==> run_1/class_map.png <==
Scale bar: 50 um. Fill, decap, tap and diode cells in gray.
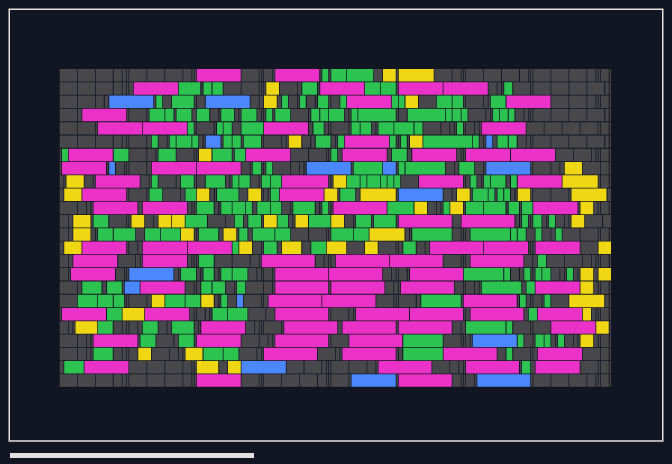
==> run_1/floorplan.png <==
Pins as bars on the die edge. Tap cells in gray.
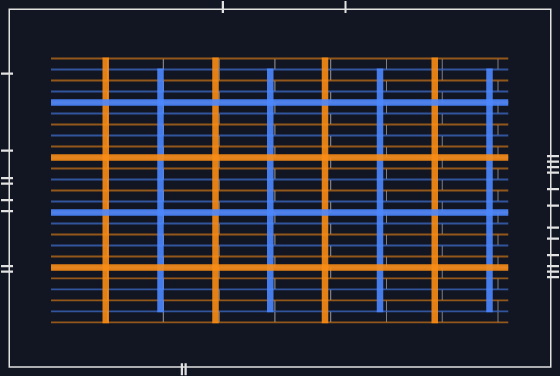
==> run_1/m2.png <==
Scale bar: 50 um.
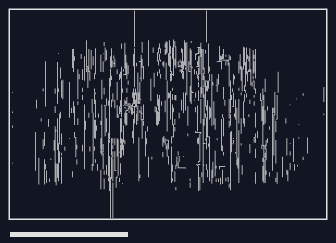
--- config.mk ---
export PLATFORM = sky130hd
export DESIGN_NAME = key_event_queue_flat
export DESIGN_NICKNAME = d
export VERILOG_FILES = /design/src/rtl/key_event_queue_if.sv /design/src/rtl/key_event_queue.sv /design/src/flat_wrapper.sv
export SDC_FILE = /design/constraint.sdc
export NUM_CORES = 1
export LEC_CHECK = 0
export CORE_ASPECT_RATIO = 0.6
export CORE_MARGIN = 10
export CORE_UTILIZATION = 50
export DETAILED_ROUTE_END_ITERATION = 8
export PLACE_DENSITY = 0.72
export REMOVE_ABC_BUFFERS = 1
export SETUP_SLACK_MARGIN = 0.2
export SLEW_MARGIN = 0
export SYNTH_ARGS = -nofsm -noshare
export SYNTH_HDL_FRONTEND = slang
export SYNTH_SLANG_ARGS = --single-unit
--- constraint.sdc ---
create_clock -name pixel_clk -period 2.6 [get_ports pixel_clk]
set_clock_uncertainty 0.15 [all_clocks]
set_input_delay 0.52 -clock pixel_clk [delete_from_list [all_inputs] [get_ports pixel_clk]]
set_output_delay 0.52 -clock pixel_clk [all_outputs]
set_load 0.1 [all_outputs]
--- src/rtl/key_event_queue_if.sv ---
// Bundle of the key-event queue's data signals between the keyboard/video
// side (master) and the queue itself (slave).
interface key_event_queue_if #(
  parameter int DEPTH = 4
);

  logic                     vs;
  logic [7:0]               keycode_raw;
  logic                     flush;
  logic [7:0]               keycode;
  logic [$clog2(DEPTH):0]   pending;
  logic                     overflow;

  modport master (
    output vs,
    output keycode_raw,
    output flush,
    input  keycode,
    input  pending,
    input  overflow
  );

  modport slave (
    input  vs,
    input  keycode_raw,
    input  flush,
    output keycode,
    output pending,
    output overflow
  );

endinterface

--- src/rtl/key_event_queue.sv ---
// Debounces raw HID keycodes, turns game-key presses into events and releases
// them one per VGA frame (on the synchronized vs rising edge) to the tile engine.
module key_event_queue #(
  parameter int DEPTH         = 4,
  parameter int STABLE_CYCLES = 16
) (
  input logic              pixel_clk,
  input logic              Reset_n,
  key_event_queue_if.slave bus
);

  localparam int          AW        = $clog2(DEPTH);
  localparam logic [15:0] LastCount = 16'(STABLE_CYCLES - 1);
  localparam logic [15:0] SatCount  = 16'(STABLE_CYCLES);
  localparam logic [AW:0] PtrOne    = (AW + 1)'(1);

  logic [7:0]  r_candidate;
  logic [15:0] r_count;
  logic [7:0]  r_stable;

  logic        r_vsMeta;
  logic        r_vsSync;
  logic        r_vsPrev;
  logic [1:0]  r_syncValid;
  logic        r_armed;

  logic [7:0]  r_mem [DEPTH];
  logic [AW:0] r_wptr;
  logic [AW:0] r_rptr;
  logic [7:0]  r_keycode;
  logic        r_overflow;

  logic        w_rawMatch;
  logic        w_accept;
  logic        w_press;
  logic        w_frameTick;
  logic        w_empty;
  logic        w_full;
  logic        w_pop;
  logic        w_push;
  logic        w_drop;
  logic [AW:0] w_pending;

  function automatic logic isGameKey(input logic [7:0] code);
    case (code)
      8'h07, 8'h09, 8'h2C, 8'h0D, 8'h0E: isGameKey = 1'b1;
      default:                           isGameKey = 1'b0;
    endcase
  endfunction

  assign w_rawMatch = (bus.keycode_raw == r_candidate);
  assign w_accept   = w_rawMatch && (r_count == LastCount);
  // A press is a newly accepted game key that differs from the previous stable code.
  assign w_press    = w_accept && isGameKey(r_candidate) && (r_candidate != r_stable);

  always_ff @(posedge pixel_clk or negedge Reset_n) begin
    if (!Reset_n) begin
      r_candidate <= 8'h00;
      r_count     <= 16'h0000;
      r_stable    <= 8'h00;
    end else begin
      if (!w_rawMatch) begin
        r_candidate <= bus.keycode_raw;
        r_count     <= 16'h0000;
      end else if (r_count != SatCount) begin
        r_count <= r_count + 16'd1;
      end
      if (w_accept) begin
        r_stable <= r_candidate;
      end
    end
  end

  // r_syncValid marks when r_vsSync holds a real vs sample rather than its reset
  // zero; ticks stay disarmed until vs has been seen low, so a vs already high
  // at reset release does not count as a frame boundary.
  always_ff @(posedge pixel_clk or negedge Reset_n) begin
    if (!Reset_n) begin
      r_vsMeta    <= 1'b0;
      r_vsSync    <= 1'b0;
      r_vsPrev    <= 1'b0;
      r_syncValid <= 2'b00;
      r_armed     <= 1'b0;
    end else begin
      r_vsMeta    <= bus.vs;
      r_vsSync    <= r_vsMeta;
      r_vsPrev    <= r_vsSync;
      r_syncValid <= {r_syncValid[0], 1'b1};
      if (r_syncValid[1] && !r_vsSync) begin
        r_armed <= 1'b1;
      end
    end
  end

  assign w_frameTick = r_armed && r_vsSync && !r_vsPrev;

  assign w_empty   = (r_wptr == r_rptr);
  assign w_full    = (r_wptr[AW] != r_rptr[AW]) && (r_wptr[AW-1:0] == r_rptr[AW-1:0]);
  assign w_pop     = w_frameTick && !w_empty && !bus.flush;
  assign w_push    = w_press && (!w_full || w_pop) && !bus.flush;
  assign w_drop    = w_press && w_full && !w_pop && !bus.flush;
  assign w_pending = r_wptr - r_rptr;

  always_ff @(posedge pixel_clk) begin
    if (w_push) begin
      r_mem[r_wptr[AW-1:0]] <= r_candidate;
    end
  end

  always_ff @(posedge pixel_clk or negedge Reset_n) begin
    if (!Reset_n) begin
      r_wptr     <= '0;
      r_rptr     <= '0;
      r_keycode  <= 8'h00;
      r_overflow <= 1'b0;
    end else if (bus.flush) begin
      r_wptr     <= '0;
      r_rptr     <= '0;
      r_keycode  <= 8'h00;
      r_overflow <= 1'b0;
    end else begin
      if (w_frameTick) begin
        r_keycode <= w_pop ? r_mem[r_rptr[AW-1:0]] : 8'h00;
      end
      if (w_pop) begin
        r_rptr <= r_rptr + PtrOne;
      end
      if (w_push) begin
        r_wptr <= r_wptr + PtrOne;
      end
      if (w_drop) begin
        r_overflow <= 1'b1;
      end
    end
  end

  assign bus.keycode  = r_keycode;
  assign bus.pending  = w_pending;
  assign bus.overflow = r_overflow;

endmodule

--- src/flat_wrapper.sv ---
// flat-port wrapper written by rule: the top's interface ports become plain ports
module key_event_queue_flat 
#(
  parameter int DEPTH         = 4,
  parameter int STABLE_CYCLES = 16
)
  (pixel_clk, Reset_n, bus_vs, bus_keycode_raw, bus_flush, bus_keycode, bus_pending, bus_overflow);
  key_event_queue_if #(.DEPTH(DEPTH)) bus_i ();
  input logic pixel_clk;
  input logic Reset_n;
  input wire logic [$bits(bus_i.vs)-1:0] bus_vs;
  input wire logic [$bits(bus_i.keycode_raw)-1:0] bus_keycode_raw;
  input wire logic [$bits(bus_i.flush)-1:0] bus_flush;
  output wire logic [$bits(bus_i.keycode)-1:0] bus_keycode;
  output wire logic [$bits(bus_i.pending)-1:0] bus_pending;
  output wire logic [$bits(bus_i.overflow)-1:0] bus_overflow;
  assign bus_i.vs = bus_vs;
  assign bus_i.keycode_raw = bus_keycode_raw;
  assign bus_i.flush = bus_flush;
  assign bus_keycode = bus_i.keycode;
  assign bus_pending = bus_i.pending;
  assign bus_overflow = bus_i.overflow;
  key_event_queue #(.DEPTH(DEPTH), .STABLE_CYCLES(STABLE_CYCLES)) u_core (.pixel_clk(pixel_clk), .Reset_n(Reset_n), .bus(bus_i));
endmodule
==> summary.rpt, run 1 <==
PHYSICAL IMPLEMENTATION REPORT
----------------------------------------------------
[Die]
  Pre-placement core utilization ........................ 0.524
  Well-tap cell count ........................ 104

[Status]
  Outcome ........................ completed

[Clock network]
  Number of post-CTS setup repair buffers ........................ 2
  CTS hold repair buffers ........................ 0
  Maximum number of buffers from clock root to sink ........................ 2
  Clock input transition at the sequential cells of the worst setup and hold paths ........................ 60 ps

[Final layout]
  Fraction of area in non-clock buffers ........................ 0.111
  Nets@finish ........................ 376
  Cell type taking the most area ........................ registers
  FF/Latch Area ........................ 2290 um2

[Synthesis]
  Register bit count reported by yosys ........................ 85
  Most frequent cells after synthesis ........................ sky130_fd_sc_hd__dfrtp_1 (53), sky130_fd_sc_hd__edfxtp_1 (32), sky130_fd_sc_hd__nor2_1 (23)
  Yosys stat chip area ........................ 3870 um2
  Netlist area before placement ........................ 3870 um2
  Flip-flops with a built-in enable ........................ 32
  Synthesized area per cell ........................ 12.8 um2
  And-or/or-and share of the synthesized area ........................ 0.0439

[Min path]
  Type of the worst min-delay path ........................ input pin to asynchronous set/reset pin

[Route]
  Count of routing violations after the opening detailed-route iteration ........................ 179

[Power]
  Combinational gate power ........................ 0.101 mW
  Total power ........................ 2.75 mW
  NetSw ........................ 0.566 mW

[Final timing]
  Post-route worst hold slack ........................ 6.38 ps
  Tmin final ........................ 2480 ps
  Final count of negative-setup-slack endpoints ........................ 0
  Fin Setup TNS ........................ 0 ps

[GRT]
  GRT overflow ........................ 0
  Antenna violations before repair ........................ 0

[Critical path]
  Worst setup endpoint ........................ u_core.r_mem[1][2]
  Setup slack on the worst flop-to-flop path ........................ 120 ps

----------------------------------------------------
Notes on class_map.png above:
| color | class | cells |
|---|---|---|
| blue | clock drivers and dummy loads | 16 |
| magenta | registers | 85 |
| green | remaining logic cells | 202 |
| yellow | remaining buffers and delay cells | 56 |
utilization after layout: 0.652
post-route cell area: 4820 um2

Notes on floorplan.png above:
| color | net |
|---|---|
| blue | VDD |
| orange | VSS |
met5 straps: 4
rows: 24
standard cell core area: 7390 um2
maximum ir drop on the vdd rail: 0.462 mV
vertical die dimension: 88.2 um
horizontal die size: 134 um

Notes on m2.png above:
longest straight run: 27.2 um
main direction: vertical
share of all routed wire: 38%
wire length on this layer: 2830 um
sum of routed wire length over all layers: 7360 um
met2 usage: 0.172
vias after detailed routing: 2412

==> run 2, diff against run 1 <==
--- a/config.mk
+++ b/config.mk
@@ -12,7 +12,6 @@
 export PLACE_DENSITY = 0.72
 export REMOVE_ABC_BUFFERS = 1
 export SETUP_SLACK_MARGIN = 0.2
-export SLEW_MARGIN = 0
 export SYNTH_ARGS = -nofsm -noshare
 export SYNTH_HDL_FRONTEND = slang
 export SYNTH_SLANG_ARGS = --single-unit
==> run_2/placed.png <==
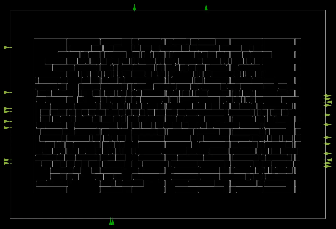
final standard cell count with taps included and fillers excluded: 463
count of sequential standard cells: 85
well-tap cell count: 104
FP Rows: 24
# fillers: 581

==> summary.rpt, run 2 <==
PHYSICAL IMPLEMENTATION REPORT
----------------------------------------------------
[Route]
  Vias after detailed routing ........................ 2412
  Sum of routed wire length over all layers ........................ 7360 um
  Pre-Repair DR Iteration Count ........................ 4
  Count of routing violations after the opening detailed-route iteration ........................ 179

[Final timing]
  Post-route worst hold slack ........................ 6.38 ps
  Fin Setup TNS ........................ 0 ps
  Tmin final ........................ 2480 ps
  Final count of negative-setup-slack endpoints ........................ 0

[Synthesis]
  Most frequent cells after synthesis ........................ sky130_fd_sc_hd__dfrtp_1 (53), sky130_fd_sc_hd__edfxtp_1 (32), sky130_fd_sc_hd__nor2_1 (23)
  Flip-flops with a built-in enable ........................ 32
  Register bit count reported by yosys ........................ 85
  Yosys stat chip area ........................ 3870 um2
  Biggest area consumer among synthesized cells ........................ sky130_fd_sc_hd__dfrtp_1
  Synthesized area per cell ........................ 12.8 um2
  And-or/or-and share of the synthesized area ........................ 0.0439

[Power]
  Combinational gate power ........................ 0.101 mW
  Total power ........................ 2.75 mW
  Maximum ir drop on the vdd rail ........................ 0.462 mV

[Final layout]
  Cell type taking the most area ........................ registers
  Nets@finish ........................ 376
  Sequential cell area share ........................ 0.475
  FF/Latch Area ........................ 2290 um2
  Fraction of area in non-clock buffers ........................ 0.111
  Utilization after layout ........................ 0.652

[Die]
  Horizontal die size ........................ 134 um
  Vertical die dimension ........................ 88.2 um
  Pre-placement core utilization ........................ 0.524
  Standard cell core area ........................ 7390 um2

[Status]
  Outcome ........................ completed

[Critical path]
  Setup slack on the worst flop-to-flop path ........................ 120 ps
  Slowest Stage Delay on Critical Path ........................ 510 ps
  Worst setup endpoint ........................ u_core.r_mem[1][2]

[Min path]
  Type of the worst min-delay path ........................ input pin to asynchronous set/reset pin

[Clock network]
  Clock input transition at the sequential cells of the worst setup and hold paths ........................ 60 ps
  Maximum number of buffers from clock root to sink ........................ 2
  Number of post-CTS setup repair buffers ........................ 2

[GRT]
  Met2 usage ........................ 0.172
  GRT overflow ........................ 0
  Antenna violations before repair ........................ 0

----------------------------------------------------
==> run_2/clock_wires.png <==
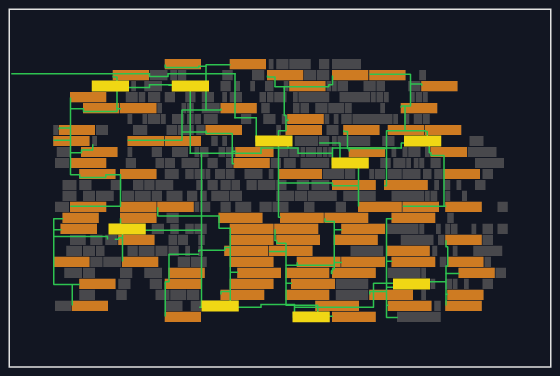
[orange] flip-flops | count: 85
[yellow] clock-net drivers | count: 9
[green] clock wires | length: 964 um
routed clock nets: 10
clock latency reported for the late side of the worst-skew pair: 340 ps
Clk network pwr share: 0.450
Clock Power: 1.24 mW

Power figures rest on the tool's default switching activity, not on a simulated workload.
